**Supply network**

Bar = 20 µm. Pins as bars on the die edge. Tap cells in gray.
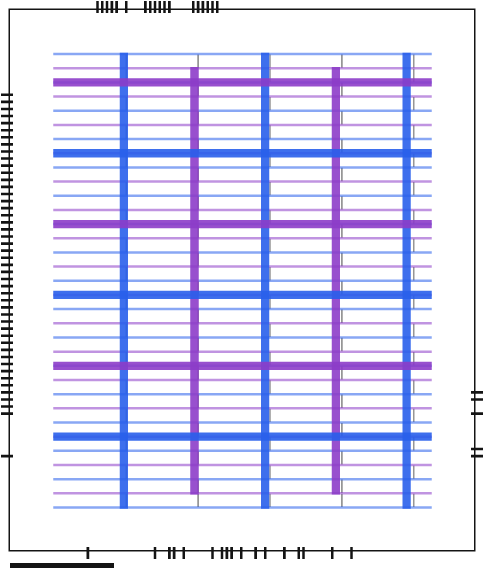
**Cell classes on the final placement**

Bar = 20 µm.
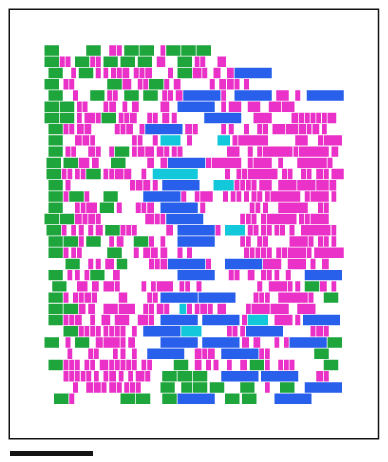
==> config.mk <==
export PLATFORM = sky130hd
export DESIGN_NAME = mul_arbiter
export DESIGN_NICKNAME = d
export VERILOG_FILES = /design/src/rtl/mul_arbiter.sv
export SDC_FILE = /design/constraint.sdc
export NUM_CORES = 1
export LEC_CHECK = 0
export ABC_AREA = 1
export CAP_MARGIN = 20
export CORE_ASPECT_RATIO = 1.2
export CORE_MARGIN = 8
export CORE_UTILIZATION = 50
export CTS_BUF_LIST = sky130_fd_sc_hd__clkbuf_8
export CTS_CLUSTER_DIAMETER = 100
export DETAILED_ROUTE_END_ITERATION = 12
export PLACE_DENSITY_LB_ADDON = 0.12
export SYNTH_ARGS = -nofsm -noshare
export SYNTH_HDL_FRONTEND = slang
export SYNTH_SLANG_ARGS = --single-unit
==> constraint.sdc <==
create_clock -name clk_i -period 4 [get_ports clk_i]
set_input_delay 1 -clock clk_i [delete_from_list [all_inputs] [get_ports clk_i]]
set_output_delay 1 -clock clk_i [all_outputs]
set_load 0.05 [all_outputs]
==> notes.md <==
Results of the full flow below.

Synth:
- The run puts the share of the synthesized netlist area taken by xor and xnor gates at 3.556%.
- The run gives the yosys cell count as 484.
- sky130_fd_sc_hd__nand2_1 is the most common cell in the netlist.
- The run gives the number of standard cells after synthesis as 484.
- The run puts the sequential cell area fraction in the yosys report at 27.35%.
- The run puts the share of the synthesized area in the top cell type at 27.35%.
- The commonest register cell is sky130_fd_sc_hd__dfrtp_1.
- The run puts the area share of and/or/nand/nor cells after synthesis at 37.05%.

Run:
- The run gives the max-cap check violation count as 0.
- The run gives the count of tool warnings as 26.

Min path:
- The run puts the cell depth of the worst hold path at 2.

GRT:
- The global routing stage identified its most utilized layer as met2.
- The run gives the number of antenna violations at the first check in global routing as 0.
- The run gives the met2 demand-to-capacity share in global routing as 29.63%.
- The run gives the fraction of met3 tracks used by global routing as 5.138%.

Final timing:
- Setup repair after global routing left no endpoint under its margin.
- The run gives the total negative slack for setup checks as 0 ns.

Place:
- As logged by OpenROAD, the buffers inserted on ports number 86.

Power:
- The run puts the fraction of power spent switching nets at 55.51%.
- The run gives the total power density per cell area as 934.7 nW/µm².
- The leakage component of the power was reported as 0.002307 µW.

Setup path:
- The run gives the critical-path maximum fanout as 8.
- The run gives the critical path's top delay family as adder cells.
- Among all stages on the critical path, the largest delay is contributed by sky130_fd_sc_hd__fa_1.
- The run puts the count of buffer and inverter cells on the critical path at 3.

Drt:
- The run puts the met1 layer wirelength in the final routing at 3586 µm.
- The run puts the number of vias per cell at 4.692.

Final layout:
- The run gives the fraction of final layout cells with drive strength greater than 1 as 4.626%.

Run status:
- The run finished with clean final reports.

Clocking:
- Clock latency on the worst-skew pair, taken at its later pin, is approximately 0.29 ns.
- The run puts the number of H-tree levels at 2.
## Picture notes: 'supply network'
- blue: VSS
- purple: VDD
- tap cells: 85
- met4 straps: 5
- signal pins: 87
IR Drop Worst-Case VDD: 0.4606 mV
Die Y-Extent: 103.7 µm
die width: 89.05 µm
placeable core region: 6326 µm²

## Picture notes: 'cell classes on the final placement'
- blue: flip-flops (cells 35; share of their area 22%)
- cyan: clock drivers and dummy loads (cells 8; share of their area 2.8%)
- green: other buffers and delay cells (cells 88; share of their area 22%)
- magenta: all other logic (cells 431; share of their area 54%)
area of all placed cells without fillers: 4170 µm²
utilization of the core after routing: 65.92%
flop share of the area: 21.00%
cell row count: 32

## cell type report
cell class                 instances  area (µm²)
sequential                        35       875.8
clock inverter                     3       43.79
clock buffer                       5       68.82
multi-input combinational        331        1821
tap                               85       106.4
timing repair buffer              88       875.8
fill                             604        2156
inverter                         100       379.1
## power by group through the flow
stage	Clock, µW	Combinational [µW]	Sequential (µW)
after CTS	325	2900	718
after global routing	342	3300	744
final	319	2860	718
after detailed placement	0	2880	722
after global placement	0	2790	715
after floorplan	0	2190	817
## metrics by stage
stage,power [µW],instance area (µm²),hold slack (ns),instances
2_1_floorplan,3011,3202,0.4656,484
3_3_place_gp,3503,4058,0.4534,639
3_5_place_dp,3604,4058,0.4642,639
4_1_cts,3942,4170,0.4846,647
5_1_grt,4388,4170,0.5029,647
6_report,3898,4170,0.4845,647
No activity file was given, so power comes from the tool's default toggle rates.
